$ cat src/rtl/usb_rx_pkg.sv
// Shared types and constants for the USB receive line decoder and unstuffer.
package usb_rx_pkg;

    // Line state encoded as {dp, dm} so the sampled pins cast straight to the enum
    typedef enum logic [1:0] {
        SE0 = 2'b00,
        K   = 2'b01,
        J   = 2'b10,
        SE1 = 2'b11
    } line_state_t;

    typedef enum logic [2:0] {
        IDLE,
        SYNC,
        DATA,
        EOP,
        ERROR
    } rx_state_t;

    // SYNC decoded bits, bit 0 first in time: seven zeros then a one
    localparam logic [7:0] SYNC_PATTERN = 8'b1000_0000;
    // Consecutive ones after which the transmitter inserts a stuffed zero
    localparam logic [2:0] MAX_ONES     = 3'd6;
    // Consecutive J symbols that release the receiver from ERROR
    localparam logic [2:0] IDLE_J_COUNT = 3'd7;

    function automatic logic is_jk(input line_state_t ls);
        return (ls == J) || (ls == K);
    endfunction

endpackage

$ cat src/rtl/rx_nrzi_unstuff_if.sv
// Bus between the line sampler and the receive block: sampled line in, decoded bits and status out.
interface rx_nrzi_unstuff_if;
    logic in_valid;
    logic dp;
    logic dm;
    logic out_bit;
    logic out_valid;
    logic pkt_active;
    logic pkt_done;
    logic stuff_err;
    logic eop_err;

    // Side that drives line samples and consumes decoded data
    modport master (
        output in_valid, dp, dm,
        input  out_bit, out_valid, pkt_active, pkt_done, stuff_err, eop_err
    );

    // Receive block side
    modport slave (
        input  in_valid, dp, dm,
        output out_bit, out_valid, pkt_active, pkt_done, stuff_err, eop_err
    );
endinterface

$ cat src/rtl/nrzi_line_decode.sv
// Maps dp/dm to a line state and NRZI-decodes J/K symbols against the previous J/K symbol.
module nrzi_line_decode
    import usb_rx_pkg::*;
(
    input  logic        clock,
    input  logic        reset_n,
    input  logic        in_valid_i,
    input  logic        dp_i,
    input  logic        dm_i,
    input  logic        prev_to_j_i,
    output line_state_t line_o,
    output logic        bit_o
);

    line_state_t prev_q;
    line_state_t prev_d;

    assign line_o = line_state_t'({dp_i, dm_i});
    // Unchanged symbol decodes as 1, a transition as 0; only meaningful for J/K
    assign bit_o  = (line_o == prev_q);

    // Previous symbol follows accepted J/K symbols; forced back to J when a packet ends
    always_comb begin
        prev_d = prev_q;
        if (in_valid_i) begin
            if (prev_to_j_i) begin
                prev_d = J;
            end else if (is_jk(line_o)) begin
                prev_d = line_o;
            end
        end
    end

    // Previous-symbol register, idles at J
    always_ff @(posedge clock or negedge reset_n) begin
        if (!reset_n) begin
            prev_q <= J;
        end else begin
            prev_q <= prev_d;
        end
    end

endmodule

$ cat src/rtl/rx_nrzi_unstuff.sv
// Receive FSM: SYNC detection, bit unstuffing, EOP checking and error recovery.
module rx_nrzi_unstuff
    import usb_rx_pkg::*;
(
    input  logic               clock,
    input  logic               reset_n,
    rx_nrzi_unstuff_if.slave   bus
);

    line_state_t line;
    logic        dec_bit;
    logic        prev_to_j;

    rx_state_t   state_q;
    logic [2:0]  ones_cnt_q;
    logic [2:0]  sync_cnt_q;
    logic [2:0]  idle_cnt_q;
    logic [1:0]  se0_cnt_q;

    logic        out_bit_q;
    logic        out_valid_q;
    logic        pkt_active_q;
    logic        pkt_done_q;
    logic        stuff_err_q;
    logic        eop_err_q;

    // A clean EOP terminates on J; the decoder re-arms its previous symbol there
    assign prev_to_j = bus.in_valid && (state_q == EOP) && (line == J) && (se0_cnt_q != 2'd0);

    nrzi_line_decode u_line (
        .clock       (clock),
        .reset_n     (reset_n),
        .in_valid_i  (bus.in_valid),
        .dp_i        (bus.dp),
        .dm_i        (bus.dm),
        .prev_to_j_i (prev_to_j),
        .line_o      (line),
        .bit_o       (dec_bit)
    );

    // Packet FSM with counters and registered outputs; pulses last one accepted symbol
    always_ff @(posedge clock or negedge reset_n) begin
        if (!reset_n) begin
            state_q      <= IDLE;
            ones_cnt_q   <= 3'd0;
            sync_cnt_q   <= 3'd0;
            idle_cnt_q   <= 3'd0;
            se0_cnt_q    <= 2'd0;
            out_bit_q    <= 1'b0;
            out_valid_q  <= 1'b0;
            pkt_active_q <= 1'b0;
            pkt_done_q   <= 1'b0;
            stuff_err_q  <= 1'b0;
            eop_err_q    <= 1'b0;
        end else begin
            out_valid_q <= 1'b0;
            pkt_done_q  <= 1'b0;
            stuff_err_q <= 1'b0;
            eop_err_q   <= 1'b0;
            if (bus.in_valid) begin
                case (state_q)
                    IDLE: begin
                        if (line == K) begin
                            state_q    <= SYNC;
                            sync_cnt_q <= 3'd1;
                        end
                    end
                    SYNC: begin
                        if (line == SE1) begin
                            state_q    <= ERROR;
                            eop_err_q  <= 1'b1;
                            sync_cnt_q <= 3'd0;
                            idle_cnt_q <= 3'd0;
                            se0_cnt_q  <= 2'd0;
                        end else if (line == SE0 || dec_bit != SYNC_PATTERN[sync_cnt_q]) begin
                            state_q    <= IDLE;
                            sync_cnt_q <= 3'd0;
                        end else if (sync_cnt_q == 3'd7) begin
                            state_q      <= DATA;
                            sync_cnt_q   <= 3'd0;
                            ones_cnt_q   <= 3'd1;
                            pkt_active_q <= 1'b1;
                        end else begin
                            sync_cnt_q <= sync_cnt_q + 3'd1;
                        end
                    end
                    DATA: begin
                        case (line)
                            SE0: begin
                                state_q    <= EOP;
                                se0_cnt_q  <= 2'd1;
                                ones_cnt_q <= 3'd0;
                            end
                            SE1: begin
                                state_q      <= ERROR;
                                eop_err_q    <= 1'b1;
                                pkt_active_q <= 1'b0;
                                ones_cnt_q   <= 3'd0;
                                idle_cnt_q   <= 3'd0;
                                se0_cnt_q    <= 2'd0;
                            end
                            default: begin
                                if (ones_cnt_q == MAX_ONES) begin
                                    // Position of a stuffed zero: drop it, or flag a seventh one
                                    ones_cnt_q <= 3'd0;
                                    if (dec_bit) begin
                                        state_q      <= ERROR;
                                        stuff_err_q  <= 1'b1;
                                        pkt_active_q <= 1'b0;
                                        idle_cnt_q   <= 3'd0;
                                        se0_cnt_q    <= 2'd0;
                                    end
                                end else begin
                                    out_bit_q   <= dec_bit;
                                    out_valid_q <= 1'b1;
                                    ones_cnt_q  <= dec_bit ? ones_cnt_q + 3'd1 : 3'd0;
                                end
                            end
                        endcase
                    end
                    EOP: begin
                        if (line == J) begin
                            state_q      <= IDLE;
                            pkt_done_q   <= 1'b1;
                            pkt_active_q <= 1'b0;
                            se0_cnt_q    <= 2'd0;
                        end else if (line == SE0 && se0_cnt_q == 2'd1) begin
                            se0_cnt_q <= 2'd2;
                        end else begin
                            state_q      <= ERROR;
                            eop_err_q    <= 1'b1;
                            pkt_active_q <= 1'b0;
                            se0_cnt_q    <= 2'd0;
                            idle_cnt_q   <= 3'd0;
                        end
                    end
                    ERROR: begin
                        case (line)
                            J: begin
                                if (se0_cnt_q != 2'd0 || idle_cnt_q == IDLE_J_COUNT - 3'd1) begin
                                    state_q    <= IDLE;
                                    idle_cnt_q <= 3'd0;
                                    se0_cnt_q  <= 2'd0;
                                end else begin
                                    idle_cnt_q <= idle_cnt_q + 3'd1;
                                end
                            end
                            SE0: begin
                                se0_cnt_q  <= 2'd1;
                                idle_cnt_q <= 3'd0;
                            end
                            default: begin
                                se0_cnt_q  <= 2'd0;
                                idle_cnt_q <= 3'd0;
                            end
                        endcase
                    end
                    default: begin
                        state_q <= IDLE;
                    end
                endcase
            end
        end
    end

    assign bus.out_bit    = out_bit_q;
    assign bus.out_valid  = out_valid_q;
    assign bus.pkt_active = pkt_active_q;
    assign bus.pkt_done   = pkt_done_q;
    assign bus.stuff_err  = stuff_err_q;
    assign bus.eop_err    = eop_err_q;

endmodule

$ cat src/flat_wrapper.sv
// flat-port wrapper written by rule: the top's interface ports become plain ports
module rx_nrzi_unstuff_flat import usb_rx_pkg::*;
  (clock, reset_n, bus_in_valid, bus_dp, bus_dm, bus_out_bit, bus_out_valid, bus_pkt_active, bus_pkt_done, bus_stuff_err, bus_eop_err);
  rx_nrzi_unstuff_if bus_i ();
  input  logic clock;
  input  logic reset_n;
  input wire logic [$bits(bus_i.in_valid)-1:0] bus_in_valid;
  input wire logic [$bits(bus_i.dp)-1:0] bus_dp;
  input wire logic [$bits(bus_i.dm)-1:0] bus_dm;
  output wire logic [$bits(bus_i.out_bit)-1:0] bus_out_bit;
  output wire logic [$bits(bus_i.out_valid)-1:0] bus_out_valid;
  output wire logic [$bits(bus_i.pkt_active)-1:0] bus_pkt_active;
  output wire logic [$bits(bus_i.pkt_done)-1:0] bus_pkt_done;
  output wire logic [$bits(bus_i.stuff_err)-1:0] bus_stuff_err;
  output wire logic [$bits(bus_i.eop_err)-1:0] bus_eop_err;
  assign bus_i.in_valid = bus_in_valid;
  assign bus_i.dp = bus_dp;
  assign bus_i.dm = bus_dm;
  assign bus_out_bit = bus_i.out_bit;
  assign bus_out_valid = bus_i.out_valid;
  assign bus_pkt_active = bus_i.pkt_active;
  assign bus_pkt_done = bus_i.pkt_done;
  assign bus_stuff_err = bus_i.stuff_err;
  assign bus_eop_err = bus_i.eop_err;
  rx_nrzi_unstuff u_core (.clock(clock), .reset_n(reset_n), .bus(bus_i));
endmodule
$ cat config.mk
export PLATFORM = sky130hd
export DESIGN_NAME = rx_nrzi_unstuff_flat
export DESIGN_NICKNAME = d
export VERILOG_FILES = /design/src/rtl/usb_rx_pkg.sv /design/src/rtl/rx_nrzi_unstuff_if.sv /design/src/rtl/nrzi_line_decode.sv /design/src/rtl/rx_nrzi_unstuff.sv /design/src/flat_wrapper.sv
export SDC_FILE = /design/constraint.sdc
export NUM_CORES = 1
export LEC_CHECK = 0
export CAP_MARGIN = 25
export CORE_UTILIZATION = 35
export DETAILED_ROUTE_END_ITERATION = 8
export SLEW_MARGIN = 15
export SYNTH_ARGS = -nofsm -noshare
export SYNTH_HDL_FRONTEND = slang
export SYNTH_HIERARCHICAL = 1
export SYNTH_SLANG_ARGS = --single-unit
export TNS_END_PERCENT = 100
$ cat constraint.sdc
create_clock -name clock -period 2.1 [get_ports clock]
set_input_delay 0.42 -clock clock [delete_from_list [all_inputs] [get_ports clock]]
set_output_delay 0.42 -clock clock [all_outputs]
set_load 0.01 [all_outputs]
### The clock network, run 1

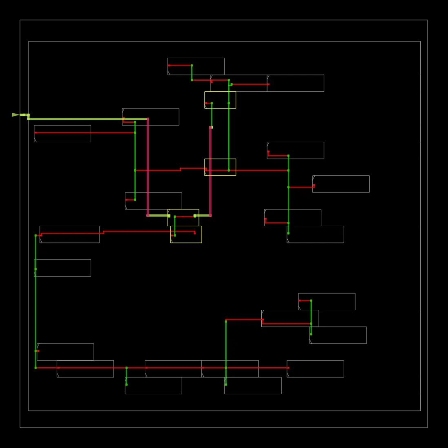
Clk power: 310 uW
Sink Count: 22

### Logic cells by family, run 1

Drawn at 4 px/um.
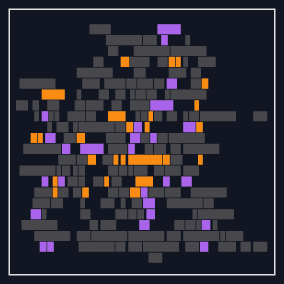
[orange] NOR gates | cells: 26
[purple] inverting AOI/OAI gates | cells: 26

### Clock distribution, run 1

Drawn at 4 px/um.
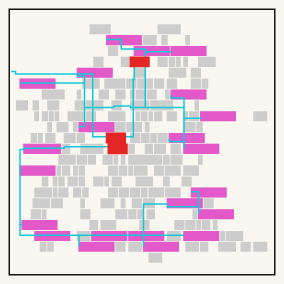
[magenta] flip-flops | count: 22
[cyan] clock wires | length: 311 um
[red] clock drivers | count: 3
flops lie: all over the die

==> run_results.csv, run 1 <==
group,metric,value,unit
cts,clk_pin_slew,0.08,ns
layout,clock_buffers,4,
cts,cts.htree.levels,1,
layout,seq_cell_count,22,
layout,finalNonFillerCells,234,
global_route,met2_usage,29.34,%
yosys,synthTopCellsByCount,"21 x dfrtp_1, 13 x nor2_1, 12 x inv_1",
global_route,grt_max_degree,23,
layout,flop_area,551.8,um2
cts,cts-hold-fix-buffers,0,
yosys,synthAdderAreaFrac,8.726,%
yosys,synthTopLogicFamily,"simple AND/OR/NAND/NOR gates",
yosys,ys.flops,22,
timing,clock_skew,0.002382,ns
floorplan,fp_util,37.75,%
yosys,most_common_cell,"dfrtp_1",
layout,n_antenna_cell,0,
detailed_routing,wl_met1,1557,um
timing,report.final.hold_viol_count,0,
yosys,ff_type,"dfrtp_1",
yosys,xor_share,2.443,%
timing,slew_viol_final,0,
timing,fmax,492.4,MHz
global_route,grt-busiest-layer,"met2",
timing,fin_crit,2.031,ns
critical_path,critPathLaunchType,"register",
critical_path,critPathCaptureType,"register",
placement,place.gp.congestion,0.9936,
layout,sh_seq_area,29.72,%
pwr,p_per_area,906.1,nW/um2
pwr,switching_power,608.4,uW
layout,nNonClkInverters,12,
layout,lay_top_count,"buf_4",
timing,rsz0062_at_grt,"no",
detailed_routing,drcViolationCount,0,
critical_path,cp-endpoint,"u_core/se0_cnt_q[1]$_DFFE_PN0P_",
run,tool_warnings,31,
critical_path,slowest_delay,0.43,ns
cts,clkLatencyLatePin,0.26,ns
floorplan,core.rowCount,22,
detailed_routing,top_layer,"met4",
floorplan,core-area,3799,um2
layout,synthToLayoutAreaGrowth,29.49,%
yosys,synth.distinct_cells,48,
global_route,grt_pass1_vias,1233,
pwr,sequentialPowerShare,37.6,%
floorplan,die_w,66.01,um
critical_path,arrival,2.18,ns
cts,cts-root-buf,"clkbuf_8",
worst_hold_path,min_path_type,"input pin to async pin",
pwr,peakVddDrop,0.0004337,V
layout,largestClassByArea,"multi-input combinational cells",
yosys,yosys-top-cells-area,"dfrtp_1 37%, ha_1 8.7%, mux2_1 4.7%",
floorplan,dieArea,4357,um2
layout,logic_area,810.8,um2
pwr,switching_share,36.16,%
critical_path,rr_worst_depth,6,
detailed_routing,routed-via-count,1194,
timing,finalWorstSetupSlack,0.06931,ns
global_route,grt_pass1_wl,5747,um
timing,period_used_share,96.70,%
yosys,top_area_share,36.65,%
status,status,"complete, no violations",
pwr,report.power.total,1682,uW
yosys,synth_area,1434,um2
yosys,edf_count,0,
critical_path,reg2reg_from,"u_core/idle_cnt_q[0]$_DFFE_PN0P_",
run,maxCapViolations,0,
yosys,netlist_instances,146,
yosys,synthArstFlopShare,100.0,%
yosys,ys_seq_share,38.48,%
layout,n_all_buffers,42,
layout,nets,202,
pwr,intPower,1074,uW
layout,fin_util,48.88,%
yosys,yosysWarnings,6,
placement,dpl_worst_slack,-0.5419,ns
floorplan,ioPinCount,11,
timing,setup_viol,0,
layout,sh_comb_area,43.67,%
detailed_routing,routed-wl-met2,1627,um
yosys,simple_gate_share,21.55,%
placement,port_buffers,10,
detailed_routing,wl_met3,60,um
layout,clock_area_share,2.965,%
pwr,combPwrFrac,43.9,%
timing,worst_pin_slew,0.4803,ns
layout,fillers,337,
cts,clockBufferDepth,2,
critical_path,cp_max_fo,4,
yosys,synth_area_leader_cell,"dfrtp_1",
[run 1: critical path, delay by kind of cell, from the launching register on]
family	cells	cell delay, ns
AOI/OAI and AO/OA	1	0.30
DFF	1	0.40
adders and majority gates	1	0.19
muxes	1	0.33
buffers and inverters	1	0.06
and+or+nand+nor	2	0.64
[run 1: power groups by stage]
stage | clock (uW) | combinational [uW] | sequential [uW]
after global routing | 334 | 818 | 648
final | 310 | 739 | 633
after global placement | 0 | 688 | 633
after CTS | 322 | 718 | 631
after floorplan | 0 | 471 | 597
after detailed placement | 0 | 715 | 639
[run 1: repair_timing]
item,4_1_cts,5_1_grt
setup endpoints to repair,10,7
setup buffers,0,2
resized,3,6
pin swaps,0,3
==> inputs of run 2 (changes only) <==
--- a/config.mk
+++ b/config.mk
@@ -6,6 +6,7 @@
 export NUM_CORES = 1
 export LEC_CHECK = 0
 export CAP_MARGIN = 25
+export CORE_ASPECT_RATIO = 0.9
 export CORE_UTILIZATION = 35
 export DETAILED_ROUTE_END_ITERATION = 8
 export SLEW_MARGIN = 15
### Power grid, run 2

Drawn at 6 px/um. Pins as bars on the die edge.
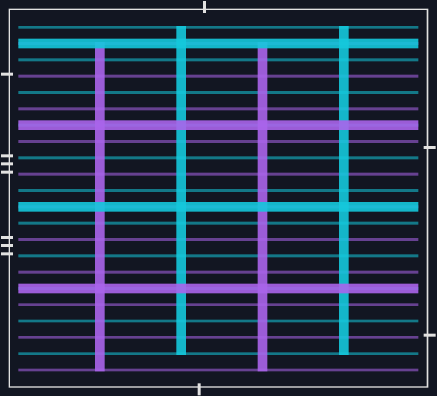
[cyan] VDD
[purple] VSS
met4 straps: 4
met1 rails: 22
signal pins: 11

### The clock network, run 2

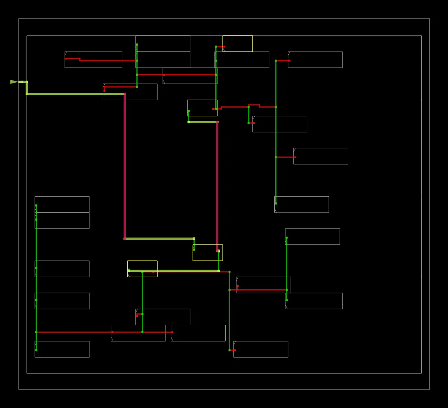
CTS buffer count: 3
clock latency at the later pin of the worst-skew pair: 0.27 ns

==> run 2 against run 1 <==
  * Critical path depth unchanged
  * First-iteration DRC count is 25% lower
  * Critical path type unchanged
  * Power rose by 0.27%
  * Sequential power is 5.1% lower
  * Register-to-register slack barely moved
  * Count of clock-buffer cells in the layout did not move
  * Maximum frequency grew 0.18%
  * Synthesized cell count did not move
  * Clock power about the same
  * Synthesized area did not move
==> run_results.csv, run 2 <==
group,metric,value,unit
status,status,"complete, no violations",
critical_path,arrival,2.18,ns
detailed_routing,routed-via-count,1243,
pwr,p_per_area,883.5,nW/um2
pwr,peakVddDrop,0.0004296,V
global_route,grt.met1_usage,21.85,%
layout,lay_top_count,"buf_4",
yosys,fp_nets,161,
yosys,netlist_instances,146,
timing,fin_crit,2.027,ns
global_route,track_usage,16.48,%
critical_path,cp.required,2.25,ns
run,maxCapViolations,0,
floorplan,die_w,69.47,um
global_route,overflow,0,
detailed_routing,wl_met3,82,um
global_route,grt_max_degree,23,
critical_path,cp-startpoint,"u_core/state_q[0]$_DFFE_PN0P_",
global_route,grt_pass1_vias,1237,
global_route,met2_usage,26.82,%
floorplan,core.rowCount,21,
layout,synthToLayoutAreaGrowth,33.16,%
detailed_routing,drtIter0Drc,39,
global_route,grt_use_met3,2.903,%
layout,fin_util,50.11,%
yosys,synth_area_leader_cell,"dfrtp_1",
global_route,antenna_found_initial,0,
timing,finalWorstSetupSlack,0.07294,ns
run,tool_warnings,32,
critical_path,critical_path_buf_inv_count,1,
floorplan,die_h,62.72,um
critical_path,crit_slowest_cell,"dfrtp_2",
critical_path,critPathKind,"register to register",
layout,drive_above_1_share,29.69,%
detailed_routing,wl_met1,1615,um
yosys,synth-area-yosys,1434,um2
layout,lay_top_cells,"38 x buf_4, 20 x dfrtp_1, 12 x inv_1, 11 x nor2_1, 10 x nand2_1",
layout,final_area,1909,um2
cts,cts_tree,"done",
cts,cts-resized-gates,4,
critical_path,cp-endpoint,"u_core/se0_cnt_q[0]$_DFFE_PN0P_",
global_route,grt-busiest-layer,"met2",
timing,slew_headroom,75.30,%
cts,cts_setup_buffers,5,
timing,slew_viol_final,0,
detailed_routing,ant_nets,0,
global_route,grt_pass1_wl,5685,um
pwr,report.power.total,1687,uW
cts,cts.htree.levels,1,
detailed_routing,routed-wl-met2,1577,um
detailed_routing,viasPerCell,5.223,
cts,cts.sinks,22,
yosys,ys_seq_share,38.48,%
layout,fillers,331,
yosys,top_area_share,36.65,%
cts,cts-root-buf,"clkbuf_8",
yosys,synthTopCellsByCount,"21 x dfrtp_1, 13 x nor2_1, 12 x inv_1",
detailed_routing,top_layer,"met4",
critical_path,slowest_delay,0.46,ns
critical_path,ff2ff_setup_slack,0.07,ns
layout,nets,208,
placement,hpwl,2495,um
layout,finalNonFillerCells,238,
placement,dpl_worst_slack,-0.4514,ns
detailed_routing,wire_per_inst,13.96,um
cts,clockBufferDepth,2,
layout,logic_area,815.8,um2
timing,rsz0062_at_grt,"yes",
yosys,ys.flops,22,
yosys,ff_type,"dfrtp_1",
yosys,yosysWarnings,6,
placement,placed_area,1793,um2
timing,setup_viol,0,
placement,port_buffers,10,
critical_path,crit_family,"simple AND/OR/NAND/NOR gates",
critical_path,crit_path_cell_trace,"or3b_4 > o41ai_2 > nor2_2 > buf_4 > nand4_1 > mux2_1",
yosys,most_common_cell,"dfrtp_1",
timing,period_used_share,96.53,%
timing,setup_tns,0,ns
yosys,yosys-top-cells-area,"dfrtp_1 37%, ha_1 8.7%, mux2_1 4.7%",
detailed_routing,detail_route.first_pass.iterations,4,
cts,cts-hold-fix-buffers,0,
yosys,edf_count,0,
critical_path,rr_worst_depth,6,
cts,clk_pin_slew,0.08,ns
floorplan,dieArea,4357,um2
timing,report.final.hold_viol_count,0,
critical_path,cp.depth,6,
critical_path,reg2reg_from,"u_core/state_q[0]$_DFFE_PN0P_",
timing,clock_skew,0.001985,ns
pwr,power_leakage,0.0009160,uW
yosys,synth.distinct_cells,48,
floorplan,fp_util,37.64,%
layout,n_antenna_cell,0,
yosys,synth_stat.cells,146,
critical_path,r2r_end,"u_core/se0_cnt_q[0]$_DFFE_PN0P_",
critical_path,critPathCaptureType,"register",
timing,hold_slack,0.5033,ns
detailed_routing,totalWireLength,3322,um
layout,flop_area,553.0,um2
yosys,synthArstFlopShare,100.0,%
detailed_routing,drcViolationCount,0,
critical_path,critPathLaunchType,"register",
timing,fmax,493.3,MHz
timing,worst_pin_slew,0.3697,ns
yosys,synth_area,1434,um2
floorplan,ioPinCount,11,
floorplan,core-area,3810,um2
worst_hold_path,min_path_type,"input pin to async pin",
placement,place.gp.congestion,0.9069,
yosys,avgSynthCellArea,9.821,um2
placement,dp_cells,229,
critical_path,cp_max_fo,6,
## run 2: cell counts after synthesis
Identical to the previous run, type by type.
## run 2: power by group
group | switching (uW) | internal, uW | total [uW]
logic | 393 | 387 | 779
clock network | 139 | 167 | 307
registers | 83.7 | 517 | 601
## run 2: cells by family (layout without fill, tap and decap cells)
family	count (synthesis)	count (layout)	share of synthesized area, %
simple gates	52	52	21.55
flops	22	22	38.48
mux	6	6	4.712
xor+xnor	4	4	2.444
fa+ha+maj	10	10	8.726
compound gates	34	34	17.71
buf+inv	18	64	6.369
## run 2: cell type report
| cell class | count | area share, % |
|---|---|---|
| clock buffer | 4 | 2.883 |
| inverter | 12 | 2.359 |
| multi-input combinational | 106 | 42.73 |
| sequential | 22 | 28.96 |
| tap | 46 | 3.014 |
| timing repair buffer | 48 | 20.05 |
==> inputs of run 3 (changes only) <==
--- a/config.mk
+++ b/config.mk
@@ -7,6 +7,7 @@
 export LEC_CHECK = 0
 export CAP_MARGIN = 25
 export CORE_ASPECT_RATIO = 0.9
+export CORE_MARGIN = 4
 export CORE_UTILIZATION = 35
 export DETAILED_ROUTE_END_ITERATION = 8
 export SLEW_MARGIN = 15
### Power grid, run 3

Drawn at 4 px/um. Pins as bars on the die edge.
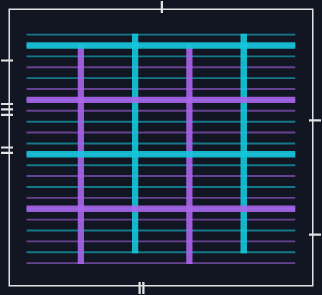
[cyan] VDD
[purple] VSS
signal pins: 11
met4 straps: 4
met1 rails: 22
met5 straps: 4
rows: 21

### The clock network, run 3

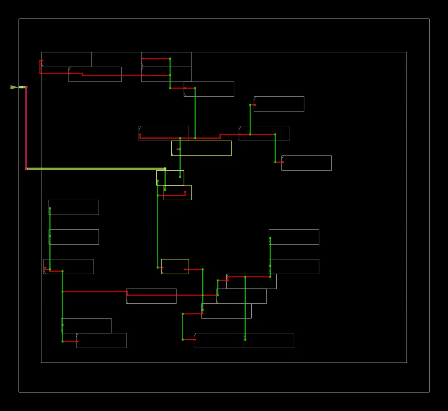
clock latency at the later pin of the worst-skew pair: 0.26 ns
flip-flops: 22

==> run 3 against run 2 <==
  * First-iteration DRC count decreased by 46%
  * Sequential power increased by 3.8%
  * Synthesized cell count unchanged
  * Final cell count decreased by 2.9%
  * Register-to-register slack improved by 0.02 ns
  * Die size increased by 19%
  * Largest cell class unchanged
==> run_results.csv, run 3 <==
group,metric,value,unit
critical_path,critPathKind,"register to register",
detailed_routing,detail_route.first_pass.iterations,4,
global_route,track_usage,14.20,%
placement,placed_area,1770,um2
detailed_routing,viasPerCell,5.290,
cts,cts_tree,"done",
critical_path,reg2reg_from,"u_core/u_line/prev_q[1]$_DFFE_PN1P_",
cts,clockBufferDepth,2,
pwr,switching_power,590.4,uW
status,status,"complete, no violations",
cts,cts-root-buf,"clkbuf_8",
yosys,synth_stat.cells,146,
global_route,grt.met1_usage,16.49,%
floorplan,core-area,3836,um2
detailed_routing,wl_met3,75,um
cts,cts-hold-fix-buffers,0,
yosys,simple_gate_share,21.55,%
timing,fmax,498.6,MHz
cts,numCtsBuffers,3,
pwr,top_power_group,"combinational logic",
detailed_routing,routed-via-count,1222,
critical_path,arrival,2.15,ns
yosys,synthTopCellsByCount,"21 x dfrtp_1, 13 x nor2_1, 12 x inv_1",
pwr,intPower,1109,uW
placement,port_buffers,10,
timing,setup_viol,0,
layout,fin_util,48.40,%
critical_path,crit_path_cell_trace,"xor2_1 > nor2_1 > buf_4 > nor2_1 > and3_1 > nor4b_4 > mux2_1",
cts,clk_pin_slew,0.08,ns
layout,final_area,1857,um2
layout,synthToLayoutAreaGrowth,29.49,%
critical_path,cp-endpoint,"u_core/state_q[1]$_DFFE_PN0P_",
global_route,grt_pass1_vias,1357,
timing,rsz0062_at_grt,"yes",
detailed_routing,drtIter0Drc,21,
yosys,synthArstFlopShare,100.0,%
placement,dp_cells,226,
critical_path,cp-startpoint,"u_core/u_line/prev_q[1]$_DFFE_PN1P_",
yosys,yosysWarnings,6,
layout,lay_top_cells,"31 x buf_4, 21 x dfrtp_1, 12 x inv_1, 12 x nor2_1",
global_route,grt-busiest-layer,"met2",
global_route,overflow,0,
detailed_routing,totalWireLength,3177,um
detailed_routing,top_layer,"met4",
critical_path,cp.depth,7,
floorplan,core.rowCount,21,
pwr,peakVddDrop,0.0003973,V
yosys,synth-area-yosys,1434,um2
global_route,grt_pass1_wl,5713,um
yosys,synthTopLogicFamily,"simple AND/OR/NAND/NOR gates",
placement,dpl_worst_slack,-0.4196,ns
yosys,avgSynthCellArea,9.821,um2
global_route,grt_max_degree,23,
timing,worst_pin_slew,0.5782,ns
global_route,antenna_found_initial,0,
pwr,sequentialPowerShare,36.7,%
critical_path,slowest_delay,0.57,ns
cts,cts.htree.levels,1,
global_route,grt_use_met3,2.899,%
yosys,ff_type,"dfrtp_1",
detailed_routing,wire_per_inst,13.75,um
layout,finalNonFillerCells,231,
pwr,power_leakage,0.0008947,uW
floorplan,die_w,75.47,um
yosys,yosys-top-cells-area,"dfrtp_1 37%, ha_1 8.7%, mux2_1 4.7%",
yosys,fp_nets,161,
yosys,synth_area_leader_cell,"dfrtp_1",
critical_path,crit_family,"simple AND/OR/NAND/NOR gates",
critical_path,cp.required,2.25,ns
==> run 3: cell counts after synthesis <==
Identical to the previous run, type by type.
==> run 3: final cells by class <==
| cell class | instances | area [um2] | share of cell area (%) |
|---|---|---|---|
| tap | 46 | 57.56 | 3.100 |
| clock buffer | 3 | 41.29 | 2.224 |
| sequential | 22 | 551.8 | 29.72 |
| clock inverter | 1 | 30.03 | 1.617 |
| multi-input combinational | 106 | 800.8 | 43.13 |
| inverter | 12 | 45.04 | 2.426 |
| timing repair buffer | 41 | 330.3 | 17.79 |
==> run 3: repair_timing <==
item | in CTS | in global routing
endpoints found under the setup margin | 8 | 6
pin swaps | 2 | 1
setup buffers | 0 | 1
gates resized | 4 | 1

==> notes/layouts.md <==
Pictures saved along the way, in no particular order.

Wiring by layer.
Plate I
Drawn at 6 px/um.
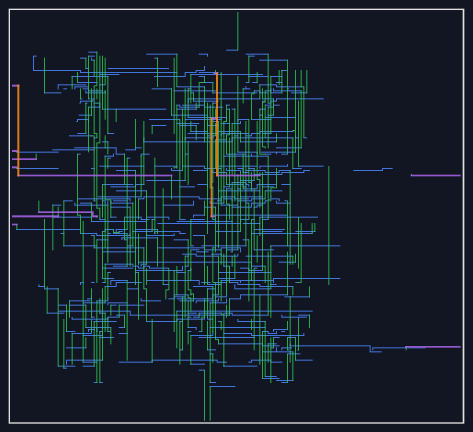
Plate II
Drawn at 8 px/um.
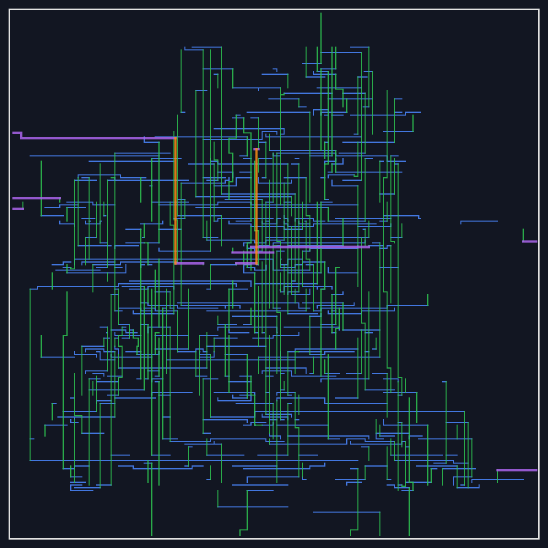
Plate III
Drawn at 6 px/um.
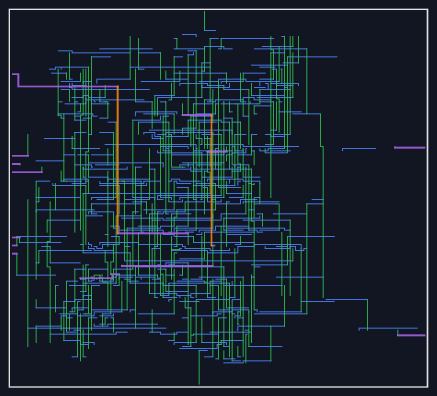
Of these, largest die: Plate I
run 3: Plate I
run 2: Plate III
run 1: Plate II

Key to Plate II:
[blue] metal 1 | wire length: 1560 um
[purple] metal 3 | wire length: 60.2 um
[green] metal 2 | wire length: 1630 um
[orange] metal 4 | wire length: 29.9 um

Power figures rest on the tool's default switching activity, not on a simulated workload.
